$ cat src/rtl/playdriver.sv
// Playback driver: streams the sample memory out as a 1-bit PDM signal.
// A rising edge on playEN (when no recording is active) reads words 0..DEPTH-1
// and shifts each one out MSB first, one bit per CLK_DIV big_clk cycles.
// The next word is prefetched into a buffer so that the stream has no gaps.
module playdriver #(
  parameter int CLK_DIV = 50,
  parameter int DEPTH   = 1024,
  parameter int ADDR_W  = 10,
  parameter int RD_LAT  = 1
) (
  input  logic              big_clk,
  input  logic              reset,
  input  logic              playEN,
  input  logic              rec_busy,
  input  logic [31:0]       rdata,
  output logic              mem_en,
  output logic [ADDR_W-1:0] address,
  output logic              audPWM,
  output logic              audSD,
  output logic              flag_play
);

  localparam int DIV_W = (CLK_DIV > 1) ? $clog2(CLK_DIV) : 1;
  localparam int LAT_W = (RD_LAT > 0) ? $clog2(RD_LAT + 1) : 1;

  localparam logic [DIV_W-1:0]  DIV_MAX  = DIV_W'(CLK_DIV - 1);
  localparam logic [LAT_W-1:0]  LAT_MAX  = LAT_W'(RD_LAT);
  localparam logic [ADDR_W-1:0] LAST_IDX = ADDR_W'(DEPTH - 1);
  localparam logic [ADDR_W-1:0] ADDR_ONE = ADDR_W'(1);

  typedef enum logic [1:0] {
    ST_IDLE  = 2'd0,
    ST_FETCH = 2'd1,
    ST_SHIFT = 2'd2
  } state_t;

  state_t              state_r;
  state_t              state_next_s;

  logic                play_en_r;      // playEN delayed one cycle for edge detection
  logic                start_s;        // qualified start request
  logic [LAT_W-1:0]    fetch_cnt_r;    // read latency counter for the first word
  logic                fetch_done_s;   // first word is on rdata this cycle
  logic [DIV_W-1:0]    div_r;          // bit-period divider
  logic                tick_s;         // one bit period has elapsed
  logic [4:0]          bitcnt_r;       // bit position within the current word
  logic                word_end_s;     // tick that emits bit 0 of a word
  logic [ADDR_W-1:0]   word_idx_r;     // index of the word currently in shreg_r
  logic                more_words_s;   // another word follows the current one
  logic [31:0]         shreg_r;        // word being serialised, MSB at the top
  logic [31:0]         nbuf_r;         // prefetched next word
  logic                new_word_r;     // shreg_r was loaded in the previous cycle
  logic                prefetch_s;     // issue the read for the next word now
  logic                nb_pend_r;      // prefetch read in flight
  logic [LAT_W-1:0]    nb_cnt_r;       // latency counter for the prefetch read
  logic                done_r;         // last bit of the last word is being held

  logic                mem_en_r;
  logic [ADDR_W-1:0]   address_r;
  logic                aud_pwm_r;
  logic                flag_play_r;

  assign start_s      = playEN & ~play_en_r & ~rec_busy;
  assign fetch_done_s = (state_r == ST_FETCH) && (fetch_cnt_r == LAT_MAX);
  assign tick_s       = (state_r == ST_SHIFT) && (div_r == DIV_MAX);
  assign word_end_s   = tick_s && (bitcnt_r == 5'd31);
  assign more_words_s = (word_idx_r < LAST_IDX);
  assign prefetch_s   = (state_r == ST_SHIFT) && new_word_r && more_words_s;

  // Next-state logic: start only from IDLE, leave SHIFT one tick after the last bit
  always_comb begin
    state_next_s = state_r;
    case (state_r)
      ST_IDLE: begin
        if (start_s) begin
          state_next_s = ST_FETCH;
        end else begin
          state_next_s = ST_IDLE;
        end
      end
      ST_FETCH: begin
        if (fetch_done_s) begin
          state_next_s = ST_SHIFT;
        end else begin
          state_next_s = ST_FETCH;
        end
      end
      ST_SHIFT: begin
        if (tick_s && done_r) begin
          state_next_s = ST_IDLE;
        end else begin
          state_next_s = ST_SHIFT;
        end
      end
      default: begin
        state_next_s = ST_IDLE;
      end
    endcase
  end

  // State register
  always_ff @(posedge big_clk or posedge reset) begin
    if (reset) begin
      state_r <= ST_IDLE;
    end else begin
      state_r <= state_next_s;
    end
  end

  // playEN history for rising-edge detection
  always_ff @(posedge big_clk or posedge reset) begin
    if (reset) begin
      play_en_r <= 1'b0;
    end else begin
      play_en_r <= playEN;
    end
  end

  // Count read latency while waiting for the first word
  always_ff @(posedge big_clk or posedge reset) begin
    if (reset) begin
      fetch_cnt_r <= {LAT_W{1'b0}};
    end else if ((state_r == ST_FETCH) && !fetch_done_s) begin
      fetch_cnt_r <= fetch_cnt_r + LAT_W'(1);
    end else begin
      fetch_cnt_r <= {LAT_W{1'b0}};
    end
  end

  // Bit-period divider, held at zero outside SHIFT so each word stream starts aligned
  always_ff @(posedge big_clk or posedge reset) begin
    if (reset) begin
      div_r <= {DIV_W{1'b0}};
    end else if (state_r != ST_SHIFT) begin
      div_r <= {DIV_W{1'b0}};
    end else if (tick_s) begin
      div_r <= {DIV_W{1'b0}};
    end else begin
      div_r <= div_r + DIV_W'(1);
    end
  end

  // Bit position within the current word; wraps naturally after bit 0
  always_ff @(posedge big_clk or posedge reset) begin
    if (reset) begin
      bitcnt_r <= 5'd0;
    end else if (state_r != ST_SHIFT) begin
      bitcnt_r <= 5'd0;
    end else if (tick_s) begin
      bitcnt_r <= bitcnt_r + 5'd1;
    end else begin
      bitcnt_r <= bitcnt_r;
    end
  end

  // Shift register, word index and end-of-stream flag
  always_ff @(posedge big_clk or posedge reset) begin
    if (reset) begin
      shreg_r    <= 32'd0;
      word_idx_r <= {ADDR_W{1'b0}};
      done_r     <= 1'b0;
      new_word_r <= 1'b0;
    end else begin
      new_word_r <= 1'b0;
      if (fetch_done_s) begin
        shreg_r    <= rdata;
        word_idx_r <= {ADDR_W{1'b0}};
        done_r     <= 1'b0;
        new_word_r <= 1'b1;
      end else if (tick_s && !done_r) begin
        if (word_end_s && more_words_s) begin
          // Seamless hand-over: the next tick emits bit 31 of the buffered word
          shreg_r    <= nbuf_r;
          word_idx_r <= word_idx_r + ADDR_ONE;
          new_word_r <= 1'b1;
        end else begin
          shreg_r <= {shreg_r[30:0], 1'b0};
          done_r  <= word_end_s;
        end
      end else if (state_r == ST_IDLE) begin
        word_idx_r <= {ADDR_W{1'b0}};
        done_r     <= 1'b0;
      end else begin
        shreg_r <= shreg_r;
      end
    end
  end

  // Capture the prefetched word once its read latency has elapsed
  always_ff @(posedge big_clk or posedge reset) begin
    if (reset) begin
      nbuf_r    <= 32'd0;
      nb_pend_r <= 1'b0;
      nb_cnt_r  <= {LAT_W{1'b0}};
    end else if (state_r == ST_IDLE) begin
      nb_pend_r <= 1'b0;
      nb_cnt_r  <= {LAT_W{1'b0}};
    end else if (prefetch_s) begin
      nb_pend_r <= 1'b1;
      nb_cnt_r  <= {LAT_W{1'b0}};
    end else if (nb_pend_r) begin
      if (nb_cnt_r == LAT_MAX) begin
        nbuf_r    <= rdata;
        nb_pend_r <= 1'b0;
      end else begin
        nb_cnt_r <= nb_cnt_r + LAT_W'(1);
      end
    end else begin
      nb_pend_r <= 1'b0;
    end
  end

  // Memory read port: one-cycle enable pulses for the first word and each prefetch
  always_ff @(posedge big_clk or posedge reset) begin
    if (reset) begin
      mem_en_r  <= 1'b0;
      address_r <= {ADDR_W{1'b0}};
    end else if ((state_r == ST_IDLE) && start_s) begin
      mem_en_r  <= 1'b1;
      address_r <= {ADDR_W{1'b0}};
    end else if (prefetch_s) begin
      mem_en_r  <= 1'b1;
      address_r <= word_idx_r + ADDR_ONE;
    end else begin
      mem_en_r  <= 1'b0;
      address_r <= address_r;
    end
  end

  // PDM output bit: updated on ticks, forced low once the last bit has been held
  always_ff @(posedge big_clk or posedge reset) begin
    if (reset) begin
      aud_pwm_r <= 1'b0;
    end else if (tick_s) begin
      aud_pwm_r <= done_r ? 1'b0 : shreg_r[31];
    end else if (state_r == ST_IDLE) begin
      aud_pwm_r <= 1'b0;
    end else begin
      aud_pwm_r <= aud_pwm_r;
    end
  end

  // Playback-active flag, registered from the next state so it tracks non-IDLE exactly
  always_ff @(posedge big_clk or posedge reset) begin
    if (reset) begin
      flag_play_r <= 1'b0;
    end else begin
      flag_play_r <= (state_next_s != ST_IDLE);
    end
  end

  assign mem_en    = mem_en_r;
  assign address   = address_r;
  assign audPWM    = aud_pwm_r;
  assign flag_play = flag_play_r;
  assign audSD     = flag_play_r;

endmodule

$ cat config.mk
export PLATFORM = sky130hd
export DESIGN_NAME = playdriver
export DESIGN_NICKNAME = d
export VERILOG_FILES = /design/src/rtl/playdriver.sv
export SDC_FILE = /design/constraint.sdc
export NUM_CORES = 1
export LEC_CHECK = 0
export CAP_MARGIN = 20
export CORE_ASPECT_RATIO = 0.7
export CORE_MARGIN = 5
export CORE_UTILIZATION = 40
export CTS_BUF_LIST = sky130_fd_sc_hd__clkbuf_4
export DETAILED_ROUTE_END_ITERATION = 6
export SYNTH_ARGS = -nofsm -noshare
export SYNTH_HDL_FRONTEND = slang
export SYNTH_SLANG_ARGS = --single-unit
$ cat constraint.sdc
create_clock -name big_clk -period 5.4 [get_ports big_clk]
set_clock_uncertainty 0.1 [all_clocks]
set_input_delay 1.08 -clock big_clk [delete_from_list [all_inputs] [get_ports big_clk]]
set_output_delay 1.08 -clock big_clk [all_outputs]
set_load 0.02 [all_outputs]
**Run 1: metal layers overlaid**

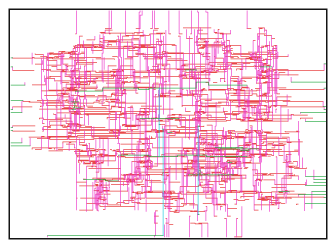
[magenta] metal 2 | wire length: 4720 um
[green] metal 3 | wire length: 443 um
[red] metal 1 | wire length: 5440 um
[cyan] metal 4 | wire length: 118 um
drt total wl: 10700 um
DR vias: 3449

**Run 1: routed clock nets over the placement**

The bar under the picture is 50 um long.
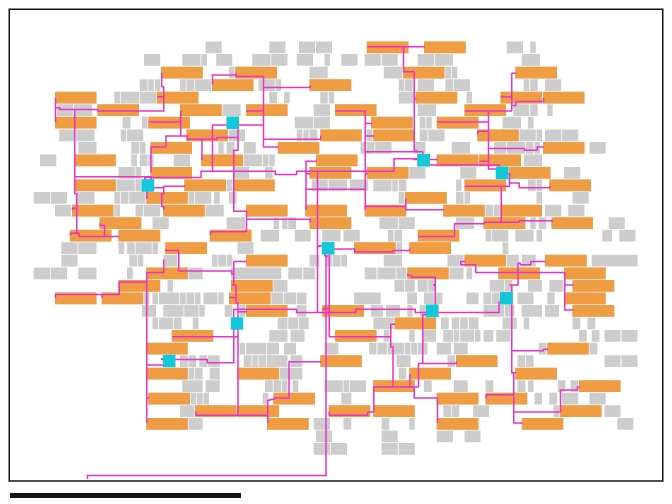
[orange] flip-flops | count: 106
[magenta] clock wires | length: 1330 um
[cyan] clock drivers | count: 9
routed clock nets: 10

==> results.tsv, run 1 <==
metric	value	unit
clkSinkCount	106	
syn_area	4830	um2
die_area	14400	um2
stdcell_area	5570	um2
clk_path_buf_depth	2	
grt_overflow_total	0	
avgSynthCellArea	11.0	um2
inverters	7	
timing.final.ws_setup	2.55	ns
m1WireLength	5440	um
logic_family	AND-OR/OR-AND gates	
setup_viol	0	
seq_area	2650	um2
min_path_type	reg2reg	
htreeDepth	3	
crit_end	nbuf_r[3]	
pre_cts_slack	2.59	ns
multi_input_comb_cells	296	
ys_sh_adder	1.29	%
syn_to_final_growth	15.3	%
clock_cell_area_share	2.43	%
gr-usage-all-layers	15.6	%
cts_made_buffers	9	
status	finished clean	
**Run 1: pin map**

Pins as bars across the die edge, other pins in grey.
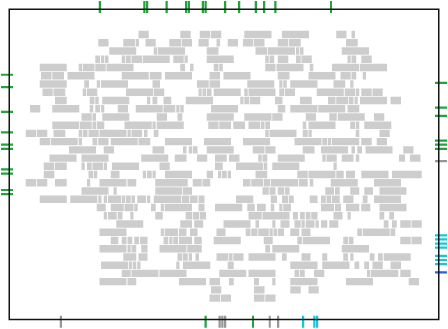
[cyan] address | pins: 10 | direction: output | edge: 7 right, 3 bottom
[blue] mem_en | pins: 1 | direction: output | edge: right
[green] rdata | pins: 32 | direction: input | edge: 14 top, 10 left, 6 right, 2 bottom
all pins by edge: 15 right, 14 top, 11 bottom, 10 left

run 1: where the power goes:
group	internal (uW)	switching (uW)
Sequential	819	14.0
Clock	151	263
Combinational	46.2	34.6
Total	1020	311
run 1: critical path, stage by stage, from the launching register on:
cell and delay [ns]:
dfrtp_1 0.46, ha_1 0.28, nand4_2 0.21, o311ai_2 0.32, buf_4 0.29, and4b_1 0.25
buf_4 0.41, mux2_2 0.39
run 1: per-layer routing:
| layer | track usage [%] | up-vias |
|---|---|---|
| met3 | 4.26 | 7 |
| met1 | 22.6 | 1711 |
| met2 | 23.3 | 70 |
| li1 | - | 1661 |
| met5 | 0 | - |
| met4 | 3.98 | 0 |
--- run 2 (diff from run 1) ---
- clock period: 5.4 -> 2.6 ns (I/O delays scaled with it)
**Run 2: cell outlines without signal wires**

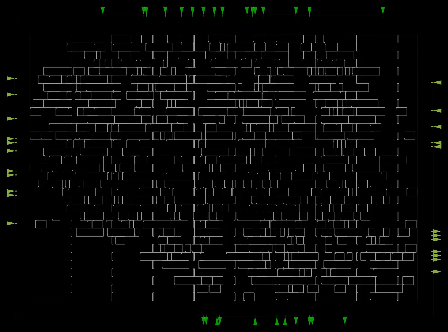
Final Non-Filler Cells: 647
core footprint: 11800 um2
row cnt: 33
tap cells: 157
Filler Cells Inserted: 1120

==> run 2 against run 1 <==
Against the previous run: final area rose by 1.7%; highest routed layer unchanged; sequential share of layout area down 0.78 points; flip-flop count stayed put; critical endpoint is now nbuf_r[2].
==> results.tsv, run 2 <==
metric	value	unit
use_met2	25.9	%
seq_area	2650	um2
seqPwrFrac	65.8	%
maxPowerGroup	sequential cells	
die_area	14400	um2
pg_comb	171	uW
slowest_delay	0.45	ns
cts_made_buffers	9	
syn_to_final_growth	17.2	%
clkSinkCount	106	
cellInternalPower	2000	uW
htreeDepth	3	
clock_cell_area_share	1.92	%
top_usage_layer	met2	
gr-usage-all-layers	16.0	%
setup_viol	0	
status	finished clean	
use_met3	3.84	%
inverters	7	
power_frac_clock	27.7	%
clk_path_buf_depth	2	
multi_input_comb_cells	296	
crit_slowest_cell	dfrtp_1	
crit_chain	ha_1 > nand4_2 > o311ai_2 > and4b_1 > buf_12 > mux2_2	
pre_cts_slack	0.289	ns
power_frac_comb	6.5	%
crit_buf_inv	1	
crit_cells	6	
timing.final.ws_setup	0.255	ns
vias	3462	
sw_frac_of_total	23.9	%
pg_clk	728	uW
crit_family	simple AND/OR/NAND/NOR gates	
switchingPower	628	uW
run 2: cell count changes in the layout (fill, tap and decap cells not counted):
| cell | delta |
|---|---|
| clkinv_1 | +1 |
| inv_6 | -1 |
| clkinv_4 | +1 |
| buf_12 | +6 |
| diode_2 | +1 |
| buf_16 | -1 |
| bufinv_16 | -1 |
| inv_4 | -1 |
| clkbuf_4 | -1 |
| buf_4 | +3 |
| clkinvlp_4 | +2 |
run 2: cells by family (layout without fill, tap and decap cells):
family / count (synthesis) / after routing / share of synthesized area (%)
other cells: 0 / 1 / 0
compound gates: 108 / 108 / 16.4
mux: 33 / 33 / 7.66
xor+xnor: 14 / 14 / 2.54
buf+inv: 37 / 87 / 3.94
flops: 106 / 106 / 54.9
fa+ha+maj: 5 / 5 / 1.29
simple gates: 136 / 136 / 13.3
--- run 3 (diff from run 2) ---
- clock period: 2.6 -> 2.3 ns (I/O delays scaled with it)
**Run 3: metal layers overlaid**

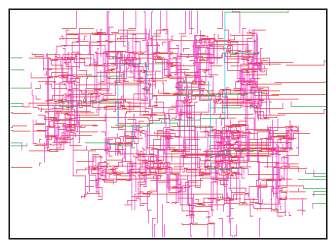
[magenta] metal 2 | wire length: 4900 um
[cyan] metal 4 | wire length: 130 um
[green] metal 3 | wire length: 444 um
[red] metal 1 | wire length: 5190 um

==> run 3 against run 2 <==
Against the previous run: count of clock-buffer cells in the layout shrank 1; routed wire length down 0.40%; global-route usage fell by 0.58 points; highest routed layer unchanged; maximum frequency rose by 6.5%; sequential share of layout area fell by 0.42 points; via count increased by 3.2%; final cell count grew 1.4%; combinational power up about 10%; clock power increased by 11%; final area up 0.91%; sequential power grew 13%.
==> results.tsv, run 3 <==
metric	value	unit
m1WireLength	5190	um
crit_slowest_cell	dfrtp_1	
switchingPower	713	uW
logic_family	AND-OR/OR-AND gates	
yosys.area_share.xor_xnor	2.54	%
htreeDepth	3	
pre_cts_slack	0.133	ns
clk_path_buf_depth	2	
vias	3573	
ys_sh_adder	1.29	%
die_area	14400	um2
crit_cells	6	
setup_viol	0	
top_usage_layer	met2	
sw_frac_of_total	24.1	%
cellInternalPower	2240	uW
slowest_delay	0.39	ns
status	finished clean	
core_area	11800	um2
min_path_type	in2async	
syn_area	4830	um2
synthAoiAreaFrac	16.4	%
num_rows	33	
timing.final.ws_setup	0.0989	ns
stdcell_area	5720	um2
-- run 3: timing repair --
item,in CTS,in global routing
resized,0,1
setup endpoints to repair,0,1
hold endpoints to repair,0,0
hold buffers,0,0
-- run 3: power groups by stage --
| stage | registers, uW | clock network, uW | logic, uW |
|---|---|---|---|
| 3_5_place_dp | 1990 | 0 | 193 |
| 3_3_place_gp | 1990 | 0 | 188 |
| 2_1_floorplan | 1980 | 0 | 95.6 |
| 4_1_cts | 1960 | 854 | 193 |
| 6_report | 1960 | 809 | 188 |
| 5_1_grt | 1960 | 921 | 213 |
-- run 3: final cells by class --
class	instances	area share (%)
Multi-Input combinational cell	296	35.1
Tap cell	157	3.44
Clock buffer	9	1.18
Timing Repair Buffer	74	12.7
Clock inverter	7	0.635
Inverter	7	0.525
Sequential cell	106	46.4
Power is estimated from default activity; no workload was simulated.
